===== config.mk =====
export PLATFORM = sky130hd
export DESIGN_NAME = fixed_fma_pipe
export DESIGN_NICKNAME = d
export VERILOG_FILES = /design/src/rtl/fixed_fma_pipe_pkg.sv /design/src/rtl/fixed_fma_pipe_round_sat.sv /design/src/rtl/fixed_fma_pipe.sv
export SDC_FILE = /design/constraint.sdc
export NUM_CORES = 2
export LEC_CHECK = 0
export ABC_CLOCK_PERIOD_IN_PS = 4890
export CAP_MARGIN = 20
export CELL_PAD_IN_SITES_DETAIL_PLACEMENT = 1
export CELL_PAD_IN_SITES_GLOBAL_PLACEMENT = 2
export CORE_MARGIN = 5
export CORE_UTILIZATION = 37
export CTS_CLUSTER_SIZE = 30
export DETAILED_ROUTE_END_ITERATION = 7
export PLACE_DENSITY = 0.9
export SLEW_MARGIN = 20
export SYNTH_ARGS = -nofsm -noshare
export SYNTH_HDL_FRONTEND = slang
export SYNTH_HIERARCHICAL = 1
export SYNTH_SLANG_ARGS = --single-unit

===== constraint.sdc =====
create_clock -name clk -period 4.89 [get_ports clk]
set_clock_uncertainty 0.15 [all_clocks]
set_input_delay 0.489 -clock clk [delete_from_list [all_inputs] [get_ports clk]]
set_output_delay 0.489 -clock clk [all_outputs]
set_load 0.01 [all_outputs]

===== src/rtl/fixed_fma_pipe_pkg.sv =====
// Shared encodings and width helpers for the fixed-point FMA datapath.
package fma_pkg;

  typedef enum logic [1:0] {
    OP_FMA  = 2'd0,
    OP_FMS  = 2'd1,
    OP_LOAD = 2'd2,
    OP_ACC  = 2'd3
  } op_e;

  typedef enum logic {
    RND_TRUNC = 1'b0,
    RND_RHE   = 1'b1
  } rnd_e;

  function automatic int unsigned dw_f(input int unsigned intw, input int unsigned fracw);
    return intw + fracw;
  endfunction

  function automatic int unsigned cw_f(input int unsigned intw, input int unsigned fracw);
    return intw + 2 * fracw;
  endfunction

  // One carry bit above the full product keeps product +/- addend exact.
  function automatic int unsigned sw_f(input int unsigned intw, input int unsigned fracw);
    return 2 * (intw + fracw) + 1;
  endfunction

endpackage


===== src/rtl/fixed_fma_pipe_round_sat.sv =====
// Combinational round (truncate / round-half-even), saturate and clamp flag.
module fma_round_sat
  import fma_pkg::*;
#(
  parameter int unsigned FRACW = 16,
  parameter int unsigned DW    = 32,
  parameter int unsigned SW    = 65
) (
  input  logic [SW-1:0] s_i,
  input  logic          rnd_i,
  output logic [DW-1:0] y_o,
  output logic          sat_o
);

  localparam int unsigned RW = SW + 1;
  localparam logic signed [RW-1:0] MAXV = {{(RW-DW+1){1'b0}}, {(DW-1){1'b1}}};
  localparam logic signed [RW-1:0] MINV = {{(RW-DW+1){1'b1}}, {(DW-1){1'b0}}};
  localparam logic [FRACW-1:0]     HALF = {1'b1, {(FRACW-1){1'b0}}};

  logic signed [RW-1:0] kept;
  logic signed [RW-1:0] rounded;
  logic [FRACW-1:0]     drop;
  logic                 inc;

  always_comb begin
    kept    = $signed({s_i[SW-1], s_i}) >>> FRACW;
    drop    = s_i[FRACW-1:0];
    inc     = (rnd_i == RND_RHE) && ((drop > HALF) || ((drop == HALF) && kept[0]));
    // Increment at SW+1 bits so a rounding carry is seen by the clamp.
    rounded = kept + {{(RW-1){1'b0}}, inc};
    sat_o   = 1'b0;
    y_o     = rounded[DW-1:0];
    if (rounded > MAXV) begin
      sat_o = 1'b1;
      y_o   = MAXV[DW-1:0];
    end else if (rounded < MINV) begin
      sat_o = 1'b1;
      y_o   = MINV[DW-1:0];
    end
  end

endmodule


===== src/rtl/fixed_fma_pipe.sv =====
// Pipelined fixed-point fused multiply-add with internal accumulator and
// single-point rounding/saturation; whole pipe stalls on output backpressure.
module fixed_fma_pipe
  import fma_pkg::*;
#(
  parameter int unsigned INTW       = 16,
  parameter int unsigned FRACW      = 16,
  parameter int unsigned MUL_STAGES = 1
) (
  input  logic                           clk,
  input  logic                           rstn,
  input  logic                           in_valid,
  output logic                           in_ready,
  input  logic [1:0]                     op,
  input  logic                           rnd,
  input  logic [dw_f(INTW, FRACW)-1:0]   a,
  input  logic [dw_f(INTW, FRACW)-1:0]   b,
  input  logic [cw_f(INTW, FRACW)-1:0]   c,
  output logic                           out_valid,
  input  logic                           out_ready,
  output logic [dw_f(INTW, FRACW)-1:0]   out,
  output logic [sw_f(INTW, FRACW)-1:0]   out_wide,
  output logic                           sat
);

  localparam int unsigned DW = dw_f(INTW, FRACW);
  localparam int unsigned CW = cw_f(INTW, FRACW);
  localparam int unsigned SW = sw_f(INTW, FRACW);
  localparam int unsigned PW = 2 * DW;

  typedef struct packed {
    logic          v;
    op_e           op;
    logic          rnd;
    logic [CW-1:0] c;
    logic [PW-1:0] p;
  } mstage_t;

  logic          adv;
  logic [PW-1:0] prod_d;
  mstage_t       m_d [MUL_STAGES];
  mstage_t       m_q [MUL_STAGES];
  mstage_t       m_last;

  logic [SW-1:0] p_ext, c_ext, s_d;
  logic [SW-1:0] acc_q, a_s_q;
  logic          a_v_q, a_rnd_q;

  logic [DW-1:0] rs_y;
  logic          rs_sat;
  logic          out_valid_q, sat_q;
  logic [DW-1:0] out_q;
  logic [SW-1:0] out_wide_q;

  assign adv      = !out_valid_q || out_ready;
  assign in_ready = adv;
  assign prod_d   = $signed({{DW{a[DW-1]}}, a}) * $signed({{DW{b[DW-1]}}, b});

  always_comb begin
    m_d[0] = '{v: in_valid, op: op_e'(op), rnd: rnd, c: c, p: prod_d};
    for (int unsigned i = 1; i < MUL_STAGES; i++) begin
      m_d[i] = m_q[i-1];
    end
  end

  for (genvar i = 0; i < MUL_STAGES; i++) begin : g_mul
    always_ff @(posedge clk or negedge rstn) begin
      if (!rstn) begin
        m_q[i] <= '0;
      end else if (adv) begin
        m_q[i] <= m_d[i];
      end
    end
  end

  assign m_last = m_q[MUL_STAGES-1];

  always_comb begin
    p_ext = {{(SW-PW){m_last.p[PW-1]}}, m_last.p};
    c_ext = {{(SW-CW){m_last.c[CW-1]}}, m_last.c};
    case (m_last.op)
      OP_FMS:  s_d = p_ext - c_ext;
      OP_ACC:  s_d = p_ext + acc_q;
      default: s_d = p_ext + c_ext;
    endcase
  end

  // acc is written in the same cycle stage A advances, so a following ACC
  // one cycle behind already sees the updated value.
  always_ff @(posedge clk or negedge rstn) begin
    if (!rstn) begin
      a_v_q   <= 1'b0;
      a_rnd_q <= 1'b0;
      a_s_q   <= '0;
      acc_q   <= '0;
    end else if (adv) begin
      a_v_q   <= m_last.v;
      a_rnd_q <= m_last.rnd;
      a_s_q   <= s_d;
      if (m_last.v && (m_last.op == OP_LOAD || m_last.op == OP_ACC)) begin
        acc_q <= s_d;
      end
    end
  end

  fma_round_sat #(
    .FRACW(FRACW),
    .DW   (DW),
    .SW   (SW)
  ) u_round_sat (
    .s_i  (a_s_q),
    .rnd_i(a_rnd_q),
    .y_o  (rs_y),
    .sat_o(rs_sat)
  );

  always_ff @(posedge clk or negedge rstn) begin
    if (!rstn) begin
      out_valid_q <= 1'b0;
      out_q       <= '0;
      out_wide_q  <= '0;
      sat_q       <= 1'b0;
    end else if (adv) begin
      out_valid_q <= a_v_q;
      if (a_v_q) begin
        out_q      <= rs_y;
        out_wide_q <= a_s_q;
        sat_q      <= rs_sat;
      end
    end
  end

  assign out_valid = out_valid_q;
  assign out       = out_q;
  assign out_wide  = out_wide_q;
  assign sat       = sat_q;

endmodule


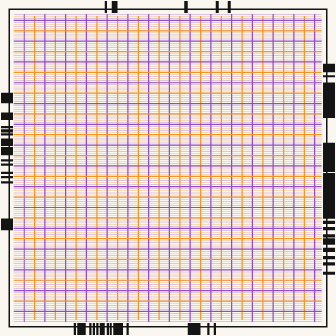
Figure 1: PDN straps and rails.
Pins as bars on the die edge.
Key: orange = VDD; purple = VSS
219 signal pins sit on the boundary. 29 straps on met4. The core has 148 rows. 29 straps on met5. 149 met1 rails follow the rows.

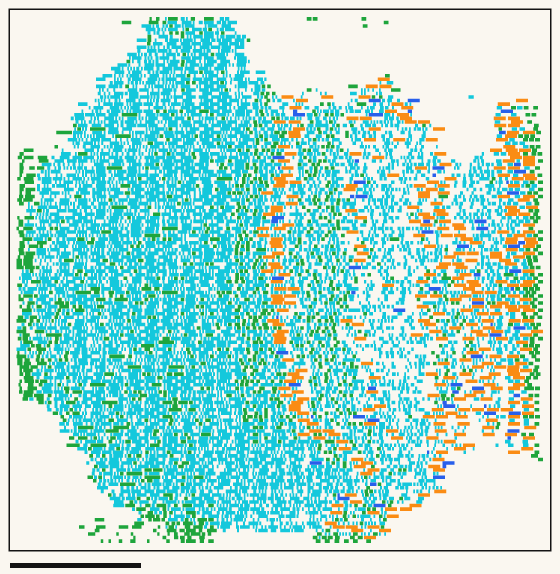
Figure 2: placed cells, one color a class.
The bar under the picture is 100 µm long.
Key: green = remaining buffers and delay cells [cells 1,248]; cyan = combinational and other logic [cells 6,009]; orange = sequential cells [cells 347]; blue = clock drivers and dummy loads [cells 69]

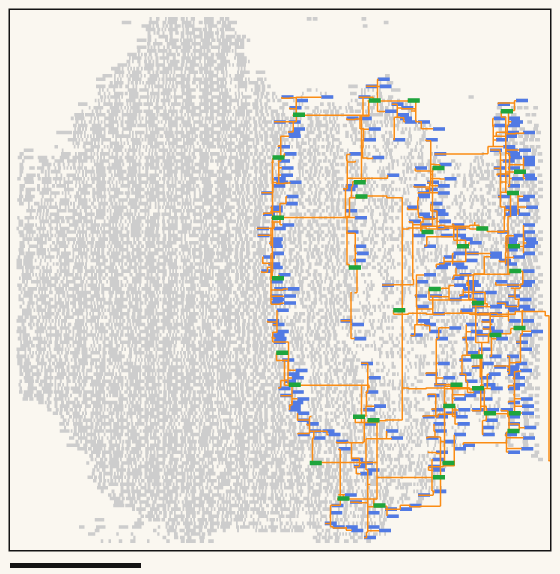
Figure 3: clock network drawn from the DEF.
The bar under the picture is 100 µm long.
Key: orange = clock wires [length 5,710 µm]; green = clock drivers [count 39]; blue = flip-flops [count 347]
There are 40 routed clock nets.

==> flow_summary_export.csv <==
group,metric,value,unit
outcome,status,"complete, but fails checks",
outcome,failed_checks,"setup timing",
global_route,met2_resource_use_gr,0.472,
critical_path,path_depth,27,
clocking,clock_tree_root_buffer_cell,"sky130_fd_sc_hd__clkbuf_16",
layout,seq_cells,347,
placement,pre_cts_ws,-3.71,ns
critical_path,critPathSlowestCell,"sky130_fd_sc_hd__fa_1",
logic_synthesis,yosysSeqAreaShare,0.144,
floorplan,die_height,413,µm
critical_path,cp.required,5.18,ns
logic_synthesis,synth.logic.top_family,"adder cells",
final_timing,setup_viol_count_final,102,
clocking,cts_hold_buffers,1,
layout,largest_class,"logic gates",
placement,postPlaceCellArea,71700,µm²
final_timing,fin_ws,-3.01,ns
logic_synthesis,mapped_cell_area,60200,µm²
final_timing,max_slew_headroom,0.401,
final_timing,hold_violations,0,
logic_synthesis,yosys-top-cells-count,"sky130_fd_sc_hd__inv_1 (1,104), sky130_fd_sc_hd__fa_1 (1,084), sky130_fd_sc_hd__nand2_1 (935), sky130_fd_sc_hd__and2_1 (521), sky130_fd_sc_hd__dfrtp_1 (347)",
clocking,clkSlewWorstSetupHoldPaths,0.06,ns
